--- src/rtl/dmem_pkg.sv ---
// Shared encodings for the data-memory arbiter: funct3 sizes, FSM states, owners.
package dmem_pkg;

    localparam logic [2:0] F3_B  = 3'b000;
    localparam logic [2:0] F3_H  = 3'b001;
    localparam logic [2:0] F3_W  = 3'b010;
    localparam logic [2:0] F3_BU = 3'b100;
    localparam logic [2:0] F3_HU = 3'b101;

    typedef enum logic { IDLE, RD_WAIT } state_t;
    typedef enum logic { OWN_C, OWN_D } owner_t;

    // 011, 110 and 111 have no load/store meaning in this memory path.
    function automatic logic f3_illegal(input logic [2:0] f3);
        return (f3[1:0] == 2'b11) || (f3 == 3'b110);
    endfunction

endpackage

--- src/rtl/dmem_lane_fmt.sv ---
// Combinational byte-lane formatter: store byte enables / replication, load
// extract / extend, and the misalignment check for one access.
module dmem_lane_fmt
    import dmem_pkg::*;
(
    input  logic [2:0]  funct3,
    input  logic [1:0]  addr_lo,
    input  logic [31:0] wdata,
    input  logic [31:0] rdata,
    output logic [3:0]  be,
    output logic [31:0] wdata_rep,
    output logic [31:0] rdata_ext,
    output logic        misaligned
);

    logic [1:0]  size;
    logic [7:0]  rbyte;
    logic [15:0] rhalf;

    assign size = funct3[1:0];

    for (genvar i = 0; i < 4; i++) begin : g_lane
        localparam logic [1:0] LN = 2'(i);
        assign be[i] = (size == 2'b10)
                    || (size == 2'b01 && addr_lo[1] == LN[1])
                    || (size == 2'b00 && addr_lo == LN);
    end

    assign rbyte = rdata[8*addr_lo +: 8];
    assign rhalf = addr_lo[1] ? rdata[31:16] : rdata[15:0];

    always_comb begin
        misaligned = f3_illegal(funct3)
                  || (size == 2'b01 && addr_lo[0])
                  || (size == 2'b10 && addr_lo != 2'b00);

        case (size)
            2'b00:   wdata_rep = {4{wdata[7:0]}};
            2'b01:   wdata_rep = {2{wdata[15:0]}};
            default: wdata_rep = wdata;
        endcase

        case (funct3)
            F3_B:    rdata_ext = {{24{rbyte[7]}}, rbyte};
            F3_BU:   rdata_ext = {24'h0, rbyte};
            F3_H:    rdata_ext = {{16{rhalf[15]}}, rhalf};
            F3_HU:   rdata_ext = {16'h0, rhalf};
            default: rdata_ext = rdata;
        endcase
    end

endmodule

--- src/rtl/dmem_arbiter.sv ---
// Two-port (core C / DMA D) arbiter in front of a single-port byte-enabled data
// memory. Optional perf counters enabled by defining DMEM_ARB_PERF_EN.
module dmem_arbiter
    import dmem_pkg::*;
#(
    parameter int ADDR_W     = 32,
    parameter int DEPTH_W    = 10,
    parameter int STARVE_MAX = 4
) (
    input  logic               clk,
    input  logic               rst_n,
    input  logic               c_req,
    input  logic               c_we,
    input  logic [ADDR_W-1:0]  c_addr,
    input  logic [31:0]        c_wdata,
    input  logic [2:0]         c_funct3,
    output logic               c_gnt,
    output logic               c_rvalid,
    output logic [31:0]        c_rdata,
    output logic               c_err,
    input  logic               d_req,
    input  logic               d_we,
    input  logic [ADDR_W-1:0]  d_addr,
    input  logic [31:0]        d_wdata,
    input  logic [2:0]         d_funct3,
    output logic               d_gnt,
    output logic               d_rvalid,
    output logic [31:0]        d_rdata,
    output logic               d_err,
`ifdef DMEM_ARB_PERF_EN
    output logic [31:0]        perf_c_cnt,
    output logic [31:0]        perf_d_cnt,
    output logic [31:0]        perf_stall_cnt,
`endif
    output logic               mem_en,
    output logic               mem_we,
    output logic [3:0]         mem_be,
    output logic [DEPTH_W-1:0] mem_addr,
    output logic [31:0]        mem_wdata,
    input  logic [31:0]        mem_rdata
);

    localparam int            CW   = $clog2(STARVE_MAX + 1);
    localparam logic [CW-1:0] SMAX = CW'(STARVE_MAX);

    state_t            state, state_n;
    owner_t            own_q;
    logic [2:0]        f3_q;
    logic [1:0]        lo_q;
    logic [CW-1:0]     starve_cnt;

    logic              pick_c, pick_d, ld_start;
    logic              sel_we;
    logic [ADDR_W-1:0] sel_addr;
    logic [31:0]       sel_wdata;
    logic [2:0]        sel_f3;

    logic [3:0]        wr_be;
    logic [31:0]       wr_rep, rd_ext;
    logic              wr_mis;
    logic [31:0]       unused_wr_ext, unused_rd_rep;
    logic [3:0]        unused_rd_be;
    logic              unused_rd_mis, unused_addr;

    assign unused_addr = ^{c_addr[ADDR_W-1:DEPTH_W+2], d_addr[ADDR_W-1:DEPTH_W+2]};

    // D is forced through once C has taken STARVE_MAX grants in a row while D waited.
    assign pick_d = d_req && (!c_req || starve_cnt == SMAX);
    assign pick_c = c_req && !pick_d;

    assign sel_we    = pick_d ? d_we     : c_we;
    assign sel_addr  = pick_d ? d_addr   : c_addr;
    assign sel_wdata = pick_d ? d_wdata  : c_wdata;
    assign sel_f3    = pick_d ? d_funct3 : c_funct3;

    dmem_lane_fmt u_wr_fmt (
        .funct3    (sel_f3),
        .addr_lo   (sel_addr[1:0]),
        .wdata     (sel_wdata),
        .rdata     (32'h0),
        .be        (wr_be),
        .wdata_rep (wr_rep),
        .rdata_ext (unused_wr_ext),
        .misaligned(wr_mis)
    );

    dmem_lane_fmt u_rd_fmt (
        .funct3    (f3_q),
        .addr_lo   (lo_q),
        .wdata     (32'h0),
        .rdata     (mem_rdata),
        .be        (unused_rd_be),
        .wdata_rep (unused_rd_rep),
        .rdata_ext (rd_ext),
        .misaligned(unused_rd_mis)
    );

    // Outputs are gated by rst_n so everything reads zero the moment reset asserts.
    always_comb begin
        state_n   = state;
        ld_start  = 1'b0;
        c_gnt     = 1'b0;
        d_gnt     = 1'b0;
        c_err     = 1'b0;
        d_err     = 1'b0;
        c_rvalid  = 1'b0;
        d_rvalid  = 1'b0;
        c_rdata   = 32'h0;
        d_rdata   = 32'h0;
        mem_en    = 1'b0;
        mem_we    = 1'b0;
        mem_be    = 4'h0;
        mem_addr  = '0;
        mem_wdata = 32'h0;
        if (rst_n) begin
            case (state)
                IDLE: begin
                    if (pick_c || pick_d) begin
                        c_gnt = pick_c;
                        d_gnt = pick_d;
                        if (wr_mis) begin
                            c_err = pick_c;
                            d_err = pick_d;
                        end else begin
                            mem_en   = 1'b1;
                            mem_we   = sel_we;
                            mem_addr = sel_addr[DEPTH_W+1:2];
                            if (sel_we) begin
                                mem_be    = wr_be;
                                mem_wdata = wr_rep;
                            end else begin
                                mem_be   = 4'hF;
                                ld_start = 1'b1;
                                state_n  = RD_WAIT;
                            end
                        end
                    end
                end
                RD_WAIT: begin
                    c_rvalid = (own_q == OWN_C);
                    d_rvalid = (own_q == OWN_D);
                    c_rdata  = c_rvalid ? rd_ext : 32'h0;
                    d_rdata  = d_rvalid ? rd_ext : 32'h0;
                    state_n  = IDLE;
                end
                default: state_n = IDLE;
            endcase
        end
    end

    always_ff @(posedge clk or negedge rst_n) begin
        if (!rst_n) begin
            state      <= IDLE;
            own_q      <= OWN_C;
            f3_q       <= 3'h0;
            lo_q       <= 2'h0;
            starve_cnt <= '0;
        end else begin
            state <= state_n;
            if (ld_start) begin
                own_q <= pick_d ? OWN_D : OWN_C;
                f3_q  <= sel_f3;
                lo_q  <= sel_addr[1:0];
            end
            if (!d_req || d_gnt)
                starve_cnt <= '0;
            else if (c_gnt && starve_cnt != SMAX)
                starve_cnt <= starve_cnt + CW'(1);
        end
    end

`ifdef DMEM_ARB_PERF_EN
    always_ff @(posedge clk or negedge rst_n) begin
        if (!rst_n) begin
            perf_c_cnt     <= 32'h0;
            perf_d_cnt     <= 32'h0;
            perf_stall_cnt <= 32'h0;
        end else begin
            if (c_gnt && !c_err) perf_c_cnt <= perf_c_cnt + 32'h1;
            if (d_gnt && !d_err) perf_d_cnt <= perf_d_cnt + 32'h1;
            if ((c_req || d_req) && !(c_gnt || d_gnt))
                perf_stall_cnt <= perf_stall_cnt + 32'h1;
        end
    end
`endif

endmodule

--- config.mk ---
export PLATFORM = sky130hd
export DESIGN_NAME = dmem_arbiter
export DESIGN_NICKNAME = d
export VERILOG_FILES = /design/src/rtl/dmem_pkg.sv /design/src/rtl/dmem_lane_fmt.sv /design/src/rtl/dmem_arbiter.sv
export SDC_FILE = /design/constraint.sdc
export NUM_CORES = 1
export LEC_CHECK = 0
export CAP_MARGIN = 20
export CORE_AREA = 2 2 113 115
export CTS_BUF_LIST = sky130_fd_sc_hd__clkbuf_8
export DETAILED_ROUTE_END_ITERATION = 16
export DIE_AREA = 0 0 115 117
export GPL_TIMING_DRIVEN = 1
export PLACE_DENSITY = 0.65
export SLEW_MARGIN = 15
export SYNTH_ARGS = -nofsm -noshare
export SYNTH_HDL_FRONTEND = slang
export SYNTH_SLANG_ARGS = --single-unit
--- constraint.sdc ---
create_clock -name clk -period 3.1 [get_ports clk]
set_input_delay 0.775 -clock clk [delete_from_list [all_inputs] [get_ports clk]]
set_output_delay 0.775 -clock clk [all_outputs]
set_load 0.02 [all_outputs]
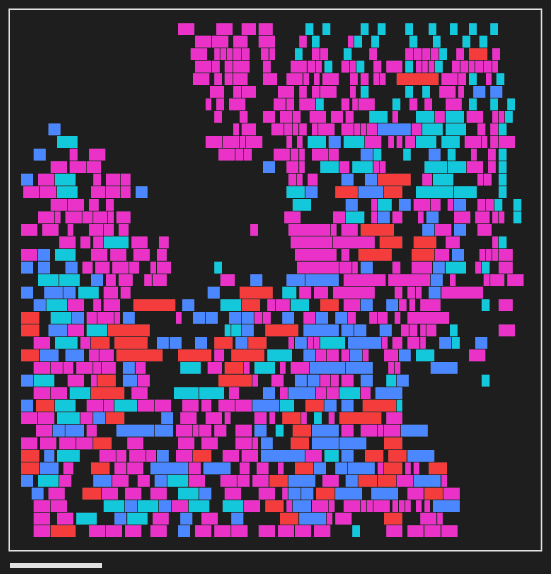
Fig. 1. Cell sizes after repair (run 1).
Bar = 20 um.
- drive 6 and up: red (cells 59; share 7.8%; most used buf_6)
- drive 3 to 4: blue (cells 132; share 17%; most used buf_4)
- drive 2: cyan (cells 120; share 16%; most used clkbuf_2)
- drive 1 or less: magenta (cells 448; share 59%; most used clkdlybuf4s50_1)
area added between synthesis and finish: 130%
fin area: 0.00674 mm2
final worst-path setup slack: -0.127 ns
buffer count excluding the clock tree in the final layout: 345

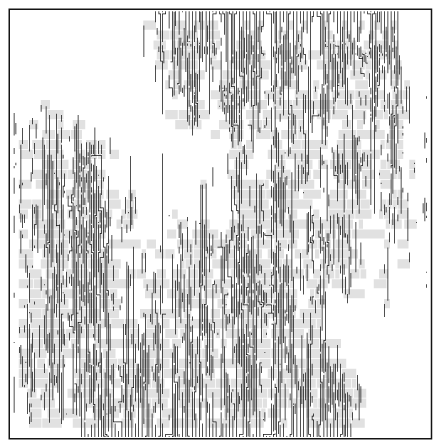
Fig. 2. Signal wires on met2 (run 1).
- main direction: vertical
- share of all routed wire: 52%
total wire length: 16500 um
M2 GR Usage: 41.7%
routed vias: 4831

==> run summary, run 1 <==
Physical design

In the final report, the number of endpoints failing setup comes to between 40 and 50. For this block, wires on met1 add up to ~6500 um. The design has 10 sequential cells. In this run the post-CTS setup repair buffer count came out at 4. Between clock sinks in the finished design, the worst skew comes to about 0.0039 ns.

The number of hold buffers added after cts stands at 0. The flow ran to the end, but the final reports show violations. Summed over all layers, the global routing overflow is 0. The global routing stage identified its most utilized layer as met2.

Of all nets on the critical path, the largest fanout is 8. The routed length per placed instance stands at approximately 18 um. Per STA, the worst path is made up of buf_6 -> or4_4 -> a221oi_4 -> o21ai_4 -> buf_16 -> a211oi_2 -> buf_4. After synthesis, the share of flip-flops with an asynchronous set or reset is 100%. The final timing report derives a shortest allowable period of approximately 3.2 ns. The initial cell density of the core stands at a little under a quarter.

Entering global routing, the biggest net connects 34 pins. The most critical setup path has its startpoint at c_addr[0]. In this run the tool buffered the top-level ports with approximately 250 buffer cells. CTS built an H-tree with a depth of 1. For this design, the sink count on the clock tree is 10. Summing all flip-flop and latch instances after layout gives approximately 250 um2.

A synthesized cell averages between 6 and 7 um2. Looking at the critical path, the single cell with the biggest stage delay is sky130_fd_sc_hd__or4_4. The tap cell count stands at around 150. The cell-mix breakdown from Yosys lists the adder-cell area share as less than 1%.

The count of nets left with antenna violations once routing finished came out at 0. Across the whole layout, multi-input logic makes up 44.7% of the cell area. The global routing met3 resource utilization stands at 3.71%. The script extracted a total leakage power of approximately 0.003 uW. For this run, the detailed router reports a per-instance via density of 5.30. Overall routing resource usage recorded by global route was between 20% and 30%. The via count of the first global-routing pass stands at approximately 4.7k. Counting the clock-network buffers in the layout gives 4.

The final max-slew violation count recorded for this run is 0. STA classifies the critical path endpoint as a primary output. The sum of met2 wire segment lengths after detailed routing stands at 8540 um. The floorplan die width stands at between 100 and 150 um. The final reports fail on negative setup slack. The hold violation total from the final report stands at 0. Multi-input combinational cells in the finished layout were counted as approximately 380. The OpenROAD report gives the critical path a data arrival time of about 2.5 ns. The mapped netlist covers slightly below 0.003 mm2. In the hold report, the worst path ends at own_q. The clock buffer count from CTS stands at 3.

Routability-driven placement finished with a final weighted congestion of between 0.8 and 0.9. The chip area line of the yosys report stands at slightly below 0.003 mm2. The post-cts resize count stands at 524.

The number of inserted filler cells in the final layout stands at approximately 1.1k. The script computed a power per unit cell area of 271 mW/mm2. The post-route worst setup slack stands at -0.127 ns.
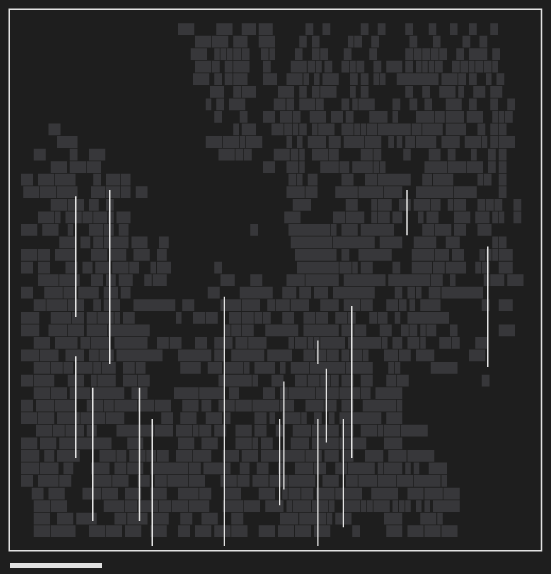
Fig. 3. The metal 4 layer (run 1).
Bar = 20 um.
- main direction: vertical
- share of all routed wire: 2.4%

==> run 2: changes to the inputs <==
- CORE_AREA: 2 2 113 115 -> 2 2 114 116
- DIE_AREA: 0 0 115 117 -> 0 0 116 118
- PLACE_DENSITY: 0.65 -> 0.76
- SYNTH_HIERARCHICAL: not set -> 1
==> run summary, run 2 <==
Physical design

The flow ran to the end, but the final reports show violations. The checks that failed: negative setup slack. Total global-route track usage over all layers is a little over a fifth. The peak per-stage delay on the critical path stands at slightly below 0.4 ns. Hold-check failures listed in the final report amount to 0.

Gates resized during post-CTS repair numbered roughly 560. The number of antenna violations at the first check in global routing was 0. The sum of met2 wire segment lengths after detailed routing stands at ~8000 um.

The combinational share of power stands at between 80% and 90%. Setup violations remaining at the end of the flow were counted as approximately 48. The critical path arrival stands at between 2 and 3 ns. The leakage power stands at between 0.003 and 0.004 uW. The internal power summed over all cells stands at roughly 1100 uW. Of the available clock period, the critical path in the final layout requires 119%. The layout stage reports a final design area of approximately 0.0067 mm2. The library cells used most frequently in the layout, excluding fill and tap cells, are sky130_fd_sc_hd__nand2_1 (153), sky130_fd_sc_hd__clkdlybuf4s50_1 (126), sky130_fd_sc_hd__buf_4 (82). The final layout report lists a filler cell count of 1208.

The floorplan report lists the tap cell count as around 170. Together, buffers and inverters on the worst path number 6. In this run the most used layer during global routing was met2. Entering global routing, the biggest net connects about 42 pins. The via count of the first global-routing pass stands at between 4k and 5k. The routed metal-1 wire length stands at around 5000 um.

The finished design was reported to have a net count of 990. The count of standard-cell rows stands at around 41. The detailed-placement wirelength estimate stands at roughly 12000 um. The slew check shows that the tightest pin keeps a relative margin of between 60% and 70%.

The count of buffers inserted at the top-level ports stands at about 250. The tree is rooted in a sky130_fd_sc_hd__clkbuf_8. The final antenna diode count stands at 0. The area of placed instances stands at ~0.0064 mm2. The sum of internal, switching and leakage power stands at roughly 2100 uW.

The met3 layer wire length in the routed design stands at between 1000 and 1500 um. The detailed-route wire length stands at about 15000 um. Counting tap cells, the placed design contains a total of ~960 instances. The worst setup path is captured at a primary output. The Yosys warning count stands at 6.

The group that draws the most power in this run is combinational logic. The shortest period the worst path allows stands at about 3.7 ns. The floorplan step records an initial core utilization of about a quarter. Buffers added to address setup during post-CTS repair amount to 15. In the post-route analysis, the smallest setup slack over all paths is -0.583 ns. Measured on the final layout, buffering overhead outside the clock network stands at 48.2%.

In this run the worst path has a maximum fanout of 7. The power dissipated in the clock network stands at between 150 and 200 uW. The minimum setup slack after placement stands at -1.50 ns. For met3 alone, demand over resource in global routing was roughly 4.4%. The tool flagged a number of max-cap violations equal to 0. The vias per cell stands at 4.65. Looking at the max-slew report, the worst-margin pin has a slew of ~0.49 ns. The total area of sequential cells stands at 250 um2.

The cell sequence reported for the critical path is buf_6 -> a21bo_4 -> nand2_8 -> buf_6 -> mux2_4 -> a21oi_2 -> a21oi_2 -> or3_4 -> nor2_4 -> buf_6 -> buf_6 -> buf_16 -> and2_4 -> buf_6. The report lists the power per cell area as 310 mW/mm2. Routing resource usage on met1 recorded by global route was about a fifth. The final design was reported to hold multi-input combinational gates totalling about 440.

Checking hold timing, the worst path is listed with class reg2reg. For this design, the slowest cell found on the critical path is sky130_fd_sc_hd__or3_4. Of the total standard cell area in the layout, the multi-input combinational portion is 43.3%.

The area of the mapped netlist stands at approximately 0.0032 mm2. The number of H-tree branching levels stands at 1. The met2 capacity usage during global routing stands at 40.4%.

The total congestion overflow after global routing stands at 0. The launch point of the critical path was reported as c_req. The plain and repair buffers instantiated in the layout total approximately 350. The top cell type in the final layout, fill and taps aside, is sky130_fd_sc_hd__nand2_1. In the final layout, the registers with the most flip-flops are f3_q: 3 flops, starve_cnt: 3 flops, lo_q: 2 flops. The count of cells along the worst hold path stands at 1. The placer congestion estimate stands at just over 0.9. The highest clock rate this design can be run at is between 200 and 300 MHz. Detailed routing inserted a total of 4588 vias.

The floorplan die width stands at approximately 120 um. The endpoint of the worst hold path is reported as f3_q[2]. The count of final max-slew check failures stands at 0. The count of nets left with antenna violations after detail routing stands at 0. The y dimension of the die stands at ~120 um.

The sequential portion of the cell area stands at under 10%. Counting cells, the worst reg-to-reg path comes to 16. The flop count stands at 10. The reported sequential group power stands at 206 uW. The synthesized instance count is ~520. Across the VDD grid, the largest voltage drop is approximately 0.18 mV. Ranked by total area, the top cell class in this layout is non-clock buffers. Looking at the reg2reg group, the worst path starts from starve_cnt[0].

The routed length per placed instance stands at between 15 and 20 um. In this run the standard cell core region covers between 0.01 and 0.015 mm2. After layout the clock buffers and inverters come to less than 1% of cell area.

The post-CTS hold buffer count recorded in the log is 0. The average cell area after synthesis stands at ~6.2 um2. The relative area change from synthesis to final layout stands at 109%. The clock network is responsible for around 7.6% of the overall power.
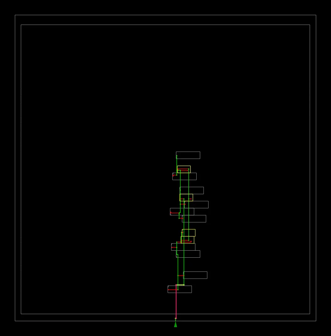
Fig. 4. The clock network (run 2).
clock insertion delay at the later pin of the skew report: 0.23 ns
clock buffers: 4
clock sink count: 10
number of CTS-inserted buffers: 3
worst clock skew: 0.00233 ns

No activity file was given, so power comes from the tool's default toggle rates.
